==> src/rtl/score_display_if.sv <==
// Bundles the score-display data path: binary score and game controls in, segment drives and status out.
`timescale 1ns/1ps
interface score_display_if;
  logic [6:0] score;
  logic       game_over;
  logic       clear_high;
  logic [7:0] ss0;
  logic [7:0] ss1;
  logic [7:0] ss2;
  logic [7:0] ss3;
  logic       busy;
  logic       new_high;

  modport master (
    output score, game_over, clear_high,
    input  ss0, ss1, ss2, ss3, busy, new_high
  );

  modport slave (
    input  score, game_over, clear_high,
    output ss0, ss1, ss2, ss3, busy, new_high
  );
endinterface

==> src/rtl/score_display.sv <==
// Score to 7-segment display with session high score; sequential double-dabble, 8 cycles from sample to display.
// No backpressure: score changes while busy are skipped and the latest value is converted on return to idle.
`timescale 1ns/1ps
module score_display #(
  parameter int BLINK_DIV = 50,
  parameter int MAX_SCORE = 99
) (
  input  logic clk,
  input  logic nRst_i,
  score_display_if.slave bus
);
  localparam int CW = (BLINK_DIV > 1) ? $clog2(BLINK_DIV) : 1;
  localparam logic [6:0] MAX_S = 7'(MAX_SCORE);

  typedef enum logic [1:0] {IDLE, SHIFT, DONE} state_t;

  state_t          state_q, state_d;
  logic [6:0]      sat, last_score, high_bin;
  logic [14:0]     sr;
  logic [2:0]      cnt;
  logic [3:0]      cur_tens, cur_units, high_tens, high_units;
  logic            busy_q, new_high_q, gov_q, pending, phase;
  logic [CW-1:0]   blink_cnt;
  logic            load, do_shift, finish, commit, go_rise, blank;

  function automatic logic [14:0] dabble(input logic [14:0] s);
    logic [3:0] t, u;
    t = (s[14:11] >= 4'd5) ? s[14:11] + 4'd3 : s[14:11];
    u = (s[10:7]  >= 4'd5) ? s[10:7]  + 4'd3 : s[10:7];
    return {t, u, s[6:0]} << 1;
  endfunction

  function automatic logic [7:0] seg7(input logic [3:0] d);
    case (d)
      4'd0: seg7 = 8'h3F;
      4'd1: seg7 = 8'h06;
      4'd2: seg7 = 8'h5B;
      4'd3: seg7 = 8'h4F;
      4'd4: seg7 = 8'h66;
      4'd5: seg7 = 8'h6D;
      4'd6: seg7 = 8'h7D;
      4'd7: seg7 = 8'h07;
      4'd8: seg7 = 8'h7F;
      4'd9: seg7 = 8'h6F;
      default: seg7 = 8'h00;
    endcase
  endfunction

  assign sat     = (bus.score > MAX_S) ? MAX_S : bus.score;
  assign go_rise = bus.game_over & ~gov_q;
  // Commit only once the display reflects the score that ended the game.
  assign commit  = (state_q == IDLE) && (sat == last_score) && pending;

  always_ff @(posedge clk or negedge nRst_i) begin
    if (!nRst_i) state_q <= IDLE;
    else         state_q <= state_d;
  end

  always_comb begin
    state_d  = state_q;
    load     = 1'b0;
    do_shift = 1'b0;
    finish   = 1'b0;
    case (state_q)
      IDLE: begin
        if (sat != last_score) begin
          load    = 1'b1;
          state_d = SHIFT;
        end
      end
      SHIFT: begin
        do_shift = 1'b1;
        if (cnt == 3'd6) state_d = DONE;
      end
      DONE: begin
        finish  = 1'b1;
        state_d = IDLE;
      end
      default: state_d = IDLE;
    endcase
  end

  always_ff @(posedge clk or negedge nRst_i) begin
    if (!nRst_i) begin
      sr         <= '0;
      cnt        <= '0;
      last_score <= '0;
      busy_q     <= 1'b0;
      cur_tens   <= '0;
      cur_units  <= '0;
    end else begin
      if (load) begin
        sr         <= {8'h00, sat};
        last_score <= sat;
        cnt        <= '0;
        busy_q     <= 1'b1;
      end
      if (do_shift) begin
        sr  <= dabble(sr);
        cnt <= cnt + 3'd1;
      end
      if (finish) begin
        cur_tens  <= sr[14:11];
        cur_units <= sr[10:7];
        busy_q    <= 1'b0;
      end
    end
  end

  always_ff @(posedge clk or negedge nRst_i) begin
    if (!nRst_i) begin
      gov_q      <= 1'b0;
      pending    <= 1'b0;
      high_bin   <= '0;
      high_tens  <= '0;
      high_units <= '0;
      new_high_q <= 1'b0;
    end else begin
      gov_q <= bus.game_over;
      if (bus.clear_high) begin
        high_bin   <= '0;
        high_tens  <= '0;
        high_units <= '0;
        new_high_q <= 1'b0;
        pending    <= 1'b0;
      end else begin
        if (commit) begin
          pending <= 1'b0;
          if (last_score > high_bin) begin
            high_bin   <= last_score;
            high_tens  <= cur_tens;
            high_units <= cur_units;
            new_high_q <= 1'b1;
          end
        end
        if (go_rise) pending <= 1'b1;
        if (load && sat == 7'd0) new_high_q <= 1'b0;
      end
    end
  end

  always_ff @(posedge clk or negedge nRst_i) begin
    if (!nRst_i) begin
      blink_cnt <= '0;
      phase     <= 1'b0;
    end else if (blink_cnt == CW'(BLINK_DIV - 1)) begin
      blink_cnt <= '0;
      phase     <= ~phase;
    end else begin
      blink_cnt <= blink_cnt + 1'b1;
    end
  end

  assign blank        = new_high_q & ~phase;
  assign bus.ss0      = blank ? 8'h00 : seg7(cur_units);
  assign bus.ss1      = (blank || cur_tens == 4'd0) ? 8'h00 : seg7(cur_tens);
  assign bus.ss2      = seg7(high_units);
  assign bus.ss3      = (high_tens == 4'd0) ? 8'h00 : seg7(high_tens);
  assign bus.busy     = busy_q;
  assign bus.new_high = new_high_q;
endmodule

==> src/flat_wrapper.sv <==
// flat-port wrapper written by rule: the top's interface ports become plain ports
module score_display_flat 
#(
  parameter int BLINK_DIV = 50,
  parameter int MAX_SCORE = 99
)
  (clk, nRst_i, bus_score, bus_game_over, bus_clear_high, bus_ss0, bus_ss1, bus_ss2, bus_ss3, bus_busy, bus_new_high);
  score_display_if bus_i ();
  input  logic clk;
  input  logic nRst_i;
  input wire logic [$bits(bus_i.score)-1:0] bus_score;
  input wire logic [$bits(bus_i.game_over)-1:0] bus_game_over;
  input wire logic [$bits(bus_i.clear_high)-1:0] bus_clear_high;
  output wire logic [$bits(bus_i.ss0)-1:0] bus_ss0;
  output wire logic [$bits(bus_i.ss1)-1:0] bus_ss1;
  output wire logic [$bits(bus_i.ss2)-1:0] bus_ss2;
  output wire logic [$bits(bus_i.ss3)-1:0] bus_ss3;
  output wire logic [$bits(bus_i.busy)-1:0] bus_busy;
  output wire logic [$bits(bus_i.new_high)-1:0] bus_new_high;
  assign bus_i.score = bus_score;
  assign bus_i.game_over = bus_game_over;
  assign bus_i.clear_high = bus_clear_high;
  assign bus_ss0 = bus_i.ss0;
  assign bus_ss1 = bus_i.ss1;
  assign bus_ss2 = bus_i.ss2;
  assign bus_ss3 = bus_i.ss3;
  assign bus_busy = bus_i.busy;
  assign bus_new_high = bus_i.new_high;
  score_display #(.BLINK_DIV(BLINK_DIV), .MAX_SCORE(MAX_SCORE)) u_core (.clk(clk), .nRst_i(nRst_i), .bus(bus_i));
endmodule
==> config.mk <==
export PLATFORM = sky130hd
export DESIGN_NAME = score_display_flat
export DESIGN_NICKNAME = d
export VERILOG_FILES = /design/src/rtl/score_display_if.sv /design/src/rtl/score_display.sv /design/src/flat_wrapper.sv
export SDC_FILE = /design/constraint.sdc
export NUM_CORES = 1
export LEC_CHECK = 0
export ABC_AREA = 1
export CORE_MARGIN = 2
export CORE_UTILIZATION = 44
export DETAILED_ROUTE_END_ITERATION = 12
export HOLD_SLACK_MARGIN = 0.05
export PLACE_DENSITY_LB_ADDON = 0.3
export SYNTH_ARGS = -nofsm -noshare
export SYNTH_HDL_FRONTEND = slang
export SYNTH_SLANG_ARGS = --single-unit
export TNS_END_PERCENT = 100
==> constraint.sdc <==
create_clock -name clk -period 2.2 [get_ports clk]
set_input_delay 0.44 -clock clk [delete_from_list [all_inputs] [get_ports clk]]
set_output_delay 0.44 -clock clk [all_outputs]
set_load 0.01 [all_outputs]
### Track usage over the die

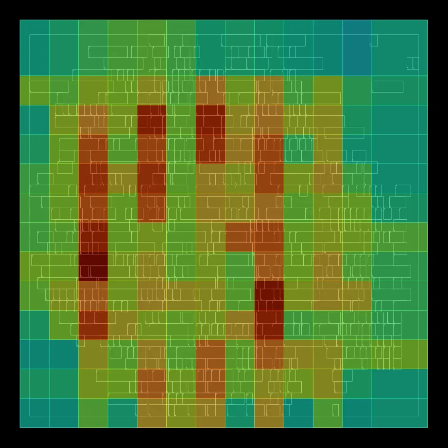
fraction of the core area covered by cells at the end of the flow: 57.9%
global router's overall resource usage: 19.3%
grt met1 use: 25.7%

==> results.txt <==
Synthesis and place-and-route results.

- The count of hold buffers inserted by post-cts repair is 0.
- For the final database, setup skew stands at 0.00615 ns.
- The total inserted antenna cells is 0.
- The met1 routed wirelength after detailed routing is 3910 um.
- As logged by OpenROAD, the buffers inserted on ports number 40.
- For this run, the register share of the synthesized area comes to 41.0%.
- Data on the critical path arrives at its endpoint at 1.69 ns.
- The gate family responsible for the most delay along the worst path is buffers and inverters.
- The worst register-to-register path has a depth of 10.
- Sorting the synthesized cells by area gives the leading types as sky130_fd_sc_hd__dfrtp_1 41%, sky130_fd_sc_hd__ha_1 12%, sky130_fd_sc_hd__nand2_1 11%.
- Summed over all layers, the global routing overflow is 0.
- The delay of the slowest critical-path stage is 0.39 ns.
- The die height is 95.9 um.
- The routability-driven placement congestion ratio is 0.828.
- Timing would allow up to 469 MHz.
- The post-route DRC violation count is 0.
- The class of the most critical setup path is reg2out.
- The first global-routing pass estimated 13800 um of wire.
- The final tally of hold violations is 0.
- The number of placed instances, taps included is 642.
- For this run the detailed placement stage logged an HPWL of 5820 um.
- The clock root buffer is sky130_fd_sc_hd__clkbuf_8.
- The pin closest to its max-slew limit shows a slew of 0.686 ns.
- According to the I/O placement log, the pin count is 45.
- The starting utilization of the core area is 45.3%.
- The worst-case max-slew headroom was logged as 53.9%.
- In the finished design, the share of the clock period the worst path needs comes to 97.0%.
- The clock tree has to reach 61 sinks.
- For this run, the number of standard cells in the final layout without fillers is 674.
- The total buffers and inverters traversed by the critical path is 3.
- The worst slack at placement is -0.0692 ns.
- Counting every instance in the synthesized netlist gives 476.
- In the routed layout, each cell is associated on average with a via count of 4.89.
- The largest driver fanout on the critical path is 3.
- Traced cell by cell, the critical path runs through buf_4 -> buf_4 -> ha_1 -> o21ai_1 -> a21oi_1 -> nor2_1 -> buf_2.
- The largest net degree at the start of global routing is 62.
- The count of TritonRoute iterations in the first routing pass is 4.
- The Yosys step of the flow raised 0 warnings.
- The CTS tree is done.
- The mean instance size in the synthesized netlist is 7.81 um2.
- The number of global-route vias before repair is 3097.
- Per the detail_route log, met2 wirelength is 3730 um.
- After floorplanning, the die was sized to cover 9200 um2.
- The number of distinct standard cells referenced by the synthesized netlist is 32.
- Setup repair after global routing could not meet its margin everywhere.
- The library cell appearing most often on the critical path is sky130_fd_sc_hd__buf_4.
- The wire length per cell is 11.9 um.
- Per the cell usage report, the commonest logic cell in the layout is sky130_fd_sc_hd__nand2_1.
- Looking at the VDD voltage map, the peak drop is 0.657 mV.
- The final report gives the standard cell area, fillers excluded, as 4750 um2.
- The synthesis-stage register bit count is 61.
- The startpoint kind of the worst setup timing path is a register.
- The critical path endpoint has a required time of 1.76 ns.
- The region available for standard cell placement spans 8220 um2.
- In this run the top signal layer used is met4.
- Of the cells placed in the final design, the portion with a size suffix greater than 1 is 19.9%.
- The power per unit of standard cell area is 1190 nW/um2.
- The cell accounting for the most synthesized area is sky130_fd_sc_hd__dfrtp_1.
- The run finished with clean final reports.
- The initial antenna violation count came to 0.
- The final tally of setup violations is 0.
- The area of the synthesized netlist per yosys stat is 3720 um2.
- The total of max-cap violations is 0.
- For met3 alone, demand over resource in global routing was 4.15%.
- The final max-slew violation count is 0.
- The routed design uses 291 um of met3 wire.
- The net count of the finished layout is 612.
- The worst-skew pair later-pin latency is 0.34 ns.
- The library cells used most frequently in the layout, excluding fill and tap cells, are 111 x sky130_fd_sc_hd__nand2_1, 60 x sky130_fd_sc_hd__dfrtp_1, 58 x sky130_fd_sc_hd__inv_1.
- The worst hold-check slack is 0.101 ns.
- Looking at the clock tree report, the maximum root-to-sink buffer count equals 2.
- The type of the worst min-delay path is in2async.
- The most heavily used metal layer in global routing is met2.
- After layout, the worst setup slack is 0.0664 ns.
- The fraction of post-synthesis cell area in the top cell type by area is 41.0%.
- Per the OpenROAD floorplan log, the width of the die is 95.9 um.
- Looking at the critical path, the single cell with the biggest stage delay is sky130_fd_sc_hd__dfrtp_1.
- The static leakage is 2.52 nW.
- The count of antenna-violating nets left after detailed routing is 0.
- Once iteration 0 of detailed routing completed, the report listed 178 DRC markers.
- After detailed placement, the total cell area comes to 4430 um2.
- The initialized floorplan defines 33 standard-cell rows.
- The time the worst path needs with I/O delays and setup is 2.13 ns.
- Between the synthesized netlist and the finished layout, the area growth was recorded as 27.9%.
- The timing report gives the clock slew at the launch and capture registers of the worst setup and hold paths as 0.07 ns.
- The tool warning count for the run is 49.
- The kind of capture point of the worst setup path is an output pin.
- In this run the cell area of the synthesized design comes to 3720 um2.
- The H-tree depth is 3.
- Power comes to 0.00566 W.
- The cell count listed in synth_stat.txt is 476.
- The aggregate negative setup slack is 0 ns.
- The number of buffers inserted during clock tree synthesis is 9.
- Counting buffers and inverters, the worst setup path is 7 cells deep.
### Metal 2

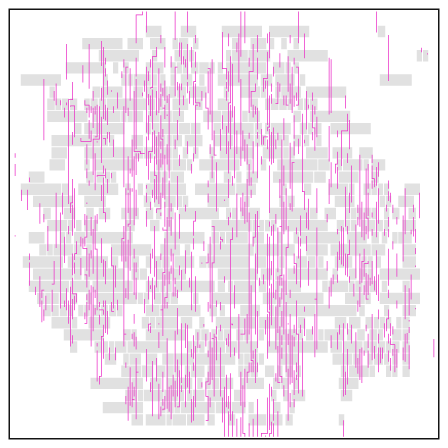
main direction: vertical
share of all routed wire: 46%
nets with wire on the layer: 473
wire length on this layer: 3730 um
DR vias: 3299
Global Route met2 Usage: 30.8%
overall routed net length: 8050 um

-- area by class of cell --
class	instances	area, um2
inverter	65	244
tap	105	131
timing repair buffer	86	693
fill	747	3460
clock buffer	11	151
clock inverter	4	47.5
sequential	61	1530
multi-input combinational	342	1960
-- flip-flops by register name, indices dropped and copies added, names as in the netlist --
name,flops
u_core.sr,15
u_core.high_bin,7
u_core.last_score,7
u_core.blink_cnt,6
u_core.cur_tens,4
u_core.cur_units,4
u_core.high_tens,4
u_core.high_units,4
u_core.cnt,3
u_core.state_q,2
u_core.bus.busy,1
u_core.bus.new_high,1
u_core.gov_q,1
u_core.pending,1
u_core.phase,1
-- timing repair --
item / CTS / global route
setup buffers: 15 / 2
pin swaps: 2 / 2
endpoints found under the setup margin: 28 / 18
gates resized: 75 / 32
-- path summary, 6_finish.rpt --
check / start / to / slack, ns
setup / recovery: u_core.cur_tens[0] / bus_ss1[0] / 0.07
hold / removal: nRst_i / u_core.high_bin[1] / 0.10
setup reg to reg: u_core.last_score[6] / u_core.bus.new_high / 0.25
hold reg to reg: u_core.blink_cnt[0] / u_core.blink_cnt[0] / 0.49
max in group asynchronous: nRst_i / u_core.cur_units[1] / 1.82
min in group clk: u_core.blink_cnt[0] / u_core.blink_cnt[0] / 0.49
-- logic make-up (layout without fill, tap and decap cells) --
logic type               Yosys count  in the layout  share of synthesized area (%)
flip-flops                        61             61                           41.0
buffers and inverters             76            166                           8.38
adder cells (fa/ha/maj)           36             36                           12.1
other                              1              4                          0.101
AND-OR/OR-AND                     73             73                           10.2
AND/OR/NAND/NOR                  224            224                           27.0
XOR/XNOR                           5              5                           1.18
-- where the power goes --
group	switching (W)	total, W	internal (W)
Sequential	0.000259	0.00171	0.00145
Combinational	0.00162	0.00295	0.00133
Clock	0.000431	0.00100	0.000574
Total	0.00231	0.00566	0.00335
-- cells in the mapped netlist --
master	instances
sky130_fd_sc_hd__and3_1	1
sky130_fd_sc_hd__or2_2	2
sky130_fd_sc_hd__nand2_4	2
sky130_fd_sc_hd__nand3_2	1
sky130_fd_sc_hd__inv_2	1
sky130_fd_sc_hd__nor2_2	1
sky130_fd_sc_hd__o21ai_0	35
sky130_fd_sc_hd__buf_6	1
sky130_fd_sc_hd__o21ai_1	9
sky130_fd_sc_hd__buf_4	5
sky130_fd_sc_hd__nor3_1	6
sky130_fd_sc_hd__nand4_1	3
sky130_fd_sc_hd__nor2_4	3
sky130_fd_sc_hd__nand2_1	112
sky130_fd_sc_hd__nor2_1	41
sky130_fd_sc_hd__nand4_4	1
sky130_fd_sc_hd__nand2_2	6
sky130_fd_sc_hd__xor2_1	3
sky130_fd_sc_hd__o21a_1	2
sky130_fd_sc_hd__o21bai_1	1
sky130_fd_sc_hd__dfrtp_1	61
sky130_fd_sc_hd__clkbuf_1	4
sky130_fd_sc_hd__buf_1	1
sky130_fd_sc_hd__a31oi_1	3
sky130_fd_sc_hd__ha_1	36
sky130_fd_sc_hd__conb_1	1
sky130_fd_sc_hd__a21o_1	1
sky130_fd_sc_hd__a21oi_1	22
sky130_fd_sc_hd__nand3_1	43
sky130_fd_sc_hd__inv_1	64
sky130_fd_sc_hd__nand3b_1	2
sky130_fd_sc_hd__xnor2_1	2
Power and IR drop assume default switching activity.
